`src/rtl/i2c_slave_regfile.sv`:
```
// I2C slave (7-bit address) exposing a byte register file with a persistent
// auto-incrementing pointer, plus a local host write port.
module i2c_slave_regfile #(
  parameter logic [6:0] SLAVE_ADDR = 7'h50,
  parameter int         NUM_REGS   = 16,
  parameter int         AW         = $clog2(NUM_REGS)
) (
  input  logic                  clk,
  input  logic                  rst,
  input  logic                  scl_i,
  input  logic                  sda_i,
  output logic                  sda_o,
  output logic                  sda_oe,
  input  logic                  host_we,
  input  logic [AW-1:0]         host_addr,
  input  logic [7:0]            host_wdata,
  output logic [8*NUM_REGS-1:0] regs_flat,
  output logic                  wr_stb,
  output logic [AW-1:0]         wr_addr,
  output logic [7:0]            wr_data,
  output logic                  busy
);

  localparam logic [3:0] S_IDLE     = 4'd0;
  localparam logic [3:0] S_ADDR     = 4'd1;
  localparam logic [3:0] S_ADDR_ACK = 4'd2;
  localparam logic [3:0] S_PTR      = 4'd3;
  localparam logic [3:0] S_PTR_ACK  = 4'd4;
  localparam logic [3:0] S_WDATA    = 4'd5;
  localparam logic [3:0] S_WACK     = 4'd6;
  localparam logic [3:0] S_RDATA    = 4'd7;
  localparam logic [3:0] S_RACK     = 4'd8;
  localparam logic [3:0] S_WAIT     = 4'd9;

  logic scl_s1_q, scl_s2_q, scl_h_q;
  logic sda_s1_q, sda_s2_q, sda_h_q;

  always_ff @(posedge clk) begin
    if (rst) begin
      scl_s1_q <= 1'b1; scl_s2_q <= 1'b1; scl_h_q <= 1'b1;
      sda_s1_q <= 1'b1; sda_s2_q <= 1'b1; sda_h_q <= 1'b1;
    end else begin
      scl_s1_q <= scl_i; scl_s2_q <= scl_s1_q; scl_h_q <= scl_s2_q;
      sda_s1_q <= sda_i; sda_s2_q <= sda_s1_q; sda_h_q <= sda_s2_q;
    end
  end

  logic scl_rise, scl_fall, bus_start, bus_stop;
  assign scl_rise  =  scl_s2_q & ~scl_h_q;
  assign scl_fall  = ~scl_s2_q &  scl_h_q;
  assign bus_start =  scl_s2_q &  scl_h_q &  sda_h_q & ~sda_s2_q;
  assign bus_stop  =  scl_s2_q &  scl_h_q & ~sda_h_q &  sda_s2_q;

  logic [3:0]    state_q, state_d;
  logic [3:0]    bitcnt_q, bitcnt_d;
  logic [7:0]    shift_q, shift_d;
  logic [AW-1:0] ptr_q, ptr_d;
  logic          rw_q, rw_d;
  logic          oe_q, oe_d;
  logic          busy_q, stb_q;
  logic [AW-1:0] waddr_q;
  logic [7:0]    wdata_q;
  logic [7:0]    regs_q [NUM_REGS];
  logic          i2c_we;
  logic [7:0]    rx_byte;

  assign rx_byte = {shift_q[6:0], sda_s2_q};

  always_comb begin
    state_d  = state_q;
    bitcnt_d = bitcnt_q;
    shift_d  = shift_q;
    ptr_d    = ptr_q;
    rw_d     = rw_q;
    oe_d     = oe_q;
    i2c_we   = 1'b0;
    if (bus_start) begin
      state_d  = S_ADDR;
      bitcnt_d = '0;
      oe_d     = 1'b0;
    end else if (bus_stop) begin
      state_d = S_IDLE;
      oe_d    = 1'b0;
    end else begin
      case (state_q)
        S_IDLE, S_WAIT: ;
        // Receive states share the shifter; the byte is acted on at the fall after bit 8.
        S_ADDR, S_PTR, S_WDATA: begin
          if (scl_rise && bitcnt_q < 4'd8) begin
            shift_d  = rx_byte;
            bitcnt_d = bitcnt_q + 4'd1;
            if (state_q == S_WDATA && bitcnt_q == 4'd7) begin
              i2c_we = 1'b1;
              ptr_d  = ptr_q + AW'(1);
            end
          end else if (scl_fall && bitcnt_q == 4'd8) begin
            if (state_q == S_ADDR && shift_q[7:1] != SLAVE_ADDR) begin
              state_d = S_WAIT;
            end else begin
              oe_d = 1'b1;
              case (state_q)
                S_ADDR: begin state_d = S_ADDR_ACK; rw_d = shift_q[0]; end
                S_PTR:  begin state_d = S_PTR_ACK;  ptr_d = shift_q[AW-1:0]; end
                default: state_d = S_WACK;
              endcase
            end
          end
        end
        S_ADDR_ACK: begin
          if (scl_fall) begin
            bitcnt_d = '0;
            if (rw_q) begin
              state_d = S_RDATA;
              shift_d = regs_q[ptr_q];
              oe_d    = ~regs_q[ptr_q][7];
            end else begin
              state_d = S_PTR;
              oe_d    = 1'b0;
            end
          end
        end
        S_PTR_ACK, S_WACK: begin
          if (scl_fall) begin
            state_d  = S_WDATA;
            bitcnt_d = '0;
            oe_d     = 1'b0;
          end
        end
        S_RDATA: begin
          if (scl_rise && bitcnt_q < 4'd8) begin
            bitcnt_d = bitcnt_q + 4'd1;
          end else if (scl_fall && bitcnt_q == 4'd8) begin
            state_d = S_RACK;
            oe_d    = 1'b0;
          end else if (scl_fall && bitcnt_q != 4'd0) begin
            shift_d = {shift_q[6:0], 1'b0};
            oe_d    = ~shift_q[6];
          end
        end
        // Entered on a fall, so the next fall always follows an ACKed rise.
        S_RACK: begin
          if (scl_rise) begin
            if (sda_s2_q) state_d = S_WAIT;
            else          ptr_d   = ptr_q + AW'(1);
          end else if (scl_fall) begin
            state_d  = S_RDATA;
            bitcnt_d = '0;
            shift_d  = regs_q[ptr_q];
            oe_d     = ~regs_q[ptr_q][7];
          end
        end
        default: state_d = S_IDLE;
      endcase
    end
  end

  always_ff @(posedge clk) begin
    if (rst) begin
      state_q  <= S_IDLE;
      bitcnt_q <= '0;
      shift_q  <= '0;
      ptr_q    <= '0;
      rw_q     <= 1'b0;
      oe_q     <= 1'b0;
      busy_q   <= 1'b0;
      stb_q    <= 1'b0;
      waddr_q  <= '0;
      wdata_q  <= '0;
      for (int unsigned i = 0; i < NUM_REGS; i++) regs_q[i] <= '0;
    end else begin
      state_q  <= state_d;
      bitcnt_q <= bitcnt_d;
      shift_q  <= shift_d;
      ptr_q    <= ptr_d;
      rw_q     <= rw_d;
      oe_q     <= oe_d;
      busy_q   <= (state_d != S_IDLE) && (state_d != S_ADDR) && (state_d != S_WAIT);
      stb_q    <= i2c_we;
      if (i2c_we) begin
        waddr_q <= ptr_q;
        wdata_q <= rx_byte;
      end
      // Later assignment wins, so an I2C write beats a same-cycle host write.
      if (host_we) regs_q[host_addr] <= host_wdata;
      if (i2c_we)  regs_q[ptr_q]     <= rx_byte;
    end
  end

  always_comb begin
    regs_flat = '0;
    for (int unsigned i = 0; i < NUM_REGS; i++) regs_flat[8*i +: 8] = regs_q[i];
  end

  assign sda_o   = 1'b0;
  assign sda_oe  = oe_q;
  assign wr_stb  = stb_q;
  assign wr_addr = waddr_q;
  assign wr_data = wdata_q;
  assign busy    = busy_q;

endmodule

```
`config.mk`:
```
export PLATFORM = sky130hd
export DESIGN_NAME = i2c_slave_regfile
export DESIGN_NICKNAME = d
export VERILOG_FILES = /design/src/rtl/i2c_slave_regfile.sv
export SDC_FILE = /design/constraint.sdc
export NUM_CORES = 1
export LEC_CHECK = 0
export CAP_MARGIN = 10
export CELL_PAD_IN_SITES_DETAIL_PLACEMENT = 1
export CELL_PAD_IN_SITES_GLOBAL_PLACEMENT = 2
export CORE_MARGIN = 2
export CORE_UTILIZATION = 35
export CTS_CLUSTER_DIAMETER = 30
export DETAILED_ROUTE_END_ITERATION = 8
export PLACE_DENSITY = 0.84
export SLEW_MARGIN = 20
export SYNTH_ARGS = -nofsm -noshare
export SYNTH_HDL_FRONTEND = slang
export SYNTH_SLANG_ARGS = --single-unit
```
`constraint.sdc`:
```
create_clock -name clk -period 6.2 [get_ports clk]
set_clock_uncertainty 0.2 [all_clocks]
set_input_delay 0.93 -clock clk [delete_from_list [all_inputs] [get_ports clk]]
set_output_delay 0.93 -clock clk [all_outputs]
set_load 0.02 [all_outputs]
```
==> images/floorplan.png <==
The bar under the picture is 50 µm long. Pins as bars on the die edge.
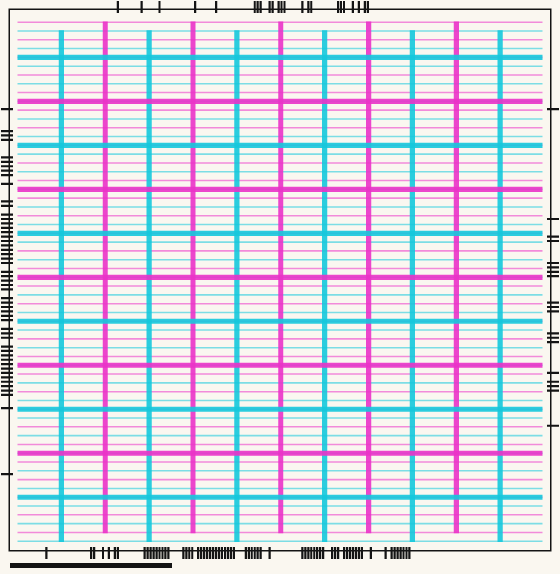
- magenta: VDD
- cyan: VSS
- met5 straps: 11
- signal pins: 161
- rows: 59
- met1 rails: 60
core area: 0.02606 mm²
height of the die: 167.0 µm
Die X-Extent: 167.0 µm
Max VDD drop: 208.8 µV

==> images/clock_nets.png <==
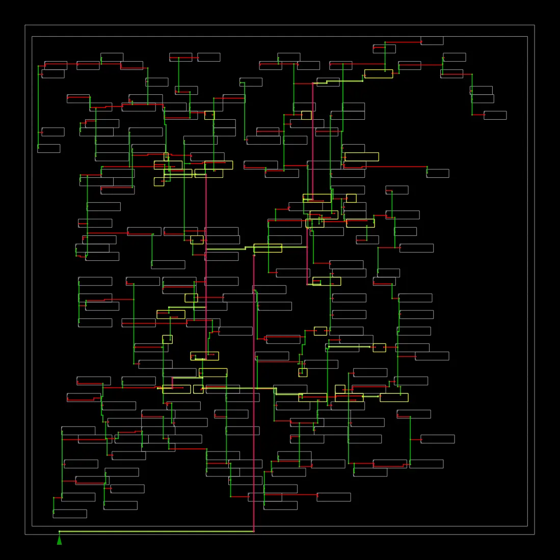
clock network power consumption: 1.11 mW
clk sink count: 174
total number of sequential cells: 174

==> run notes <==
Implementation results

The cell count after synthesis came out at 932. After layout, the inverter instance count without clock inverters stands at 23. The worst setup path startpoint is state_q[0]. The initial antenna violation count is 0. The TritonCTS buffer count is 17. The most numerous logic cell after layout is sky130_fd_sc_hd__nand2_1.

The net switching power in the latest report is 0.8209 mW. Per the synthesis report, the dominant area consumer among library cells is sky130_fd_sc_hd__edfxtp_1. The post-CTS repair timing setup buffer count is 0. The run finished with clean final reports. The routed length per instance is 26.95 µm. According to the cell report, the number of logic gates is 654.

For reference, the top logic cell family by area is simple AND/OR/NAND/NOR gates. The fraction of synthesized cell area in xor and xnor cells is 0.1885%. The flop and latch count out of synthesis is 174.

The stage logs contain a warning count of 30. Clock latency on the worst-skew pair, taken at its later pin, is 440 ps. The total via count after detailed routing is 8,249. The initial standard-cell utilization of the core is 35.67%. The detailed placer's ending HPWL is 26.17 mm. Per the run summary, max-cap violations total 0. The total inserted antenna cells is 0. The measured slew at the worst slew-check pin is 1136 ps.
-- flip-flops by register name, summed over array words and instances (netlist names), named ones only --
| register | flops |
|---|---|
| busy | 1 |
| scl_s2_q | 1 |
| regs_q | 128 |
| shift_q | 8 |
| scl_s1_q | 1 |
| scl_h_q | 1 |
| bitcnt_q | 4 |
| sda_s2_q | 1 |
| wr_stb | 1 |
| wr_data | 8 |
| rw_q | 1 |
| wr_addr | 4 |
| sda_s1_q | 1 |
| state_q | 4 |
| ptr_q | 4 |
| sda_oe | 1 |
| sda_h_q | 1 |
-- per-layer routing --
metal	share of wire (%)	GRT usage, %
met5	0	0
met4	2.9	8.921
met3	8.4	6.440
met2	47	42.01
met1	42	35.50
No activity file was given, so power comes from the tool's default toggle rates.
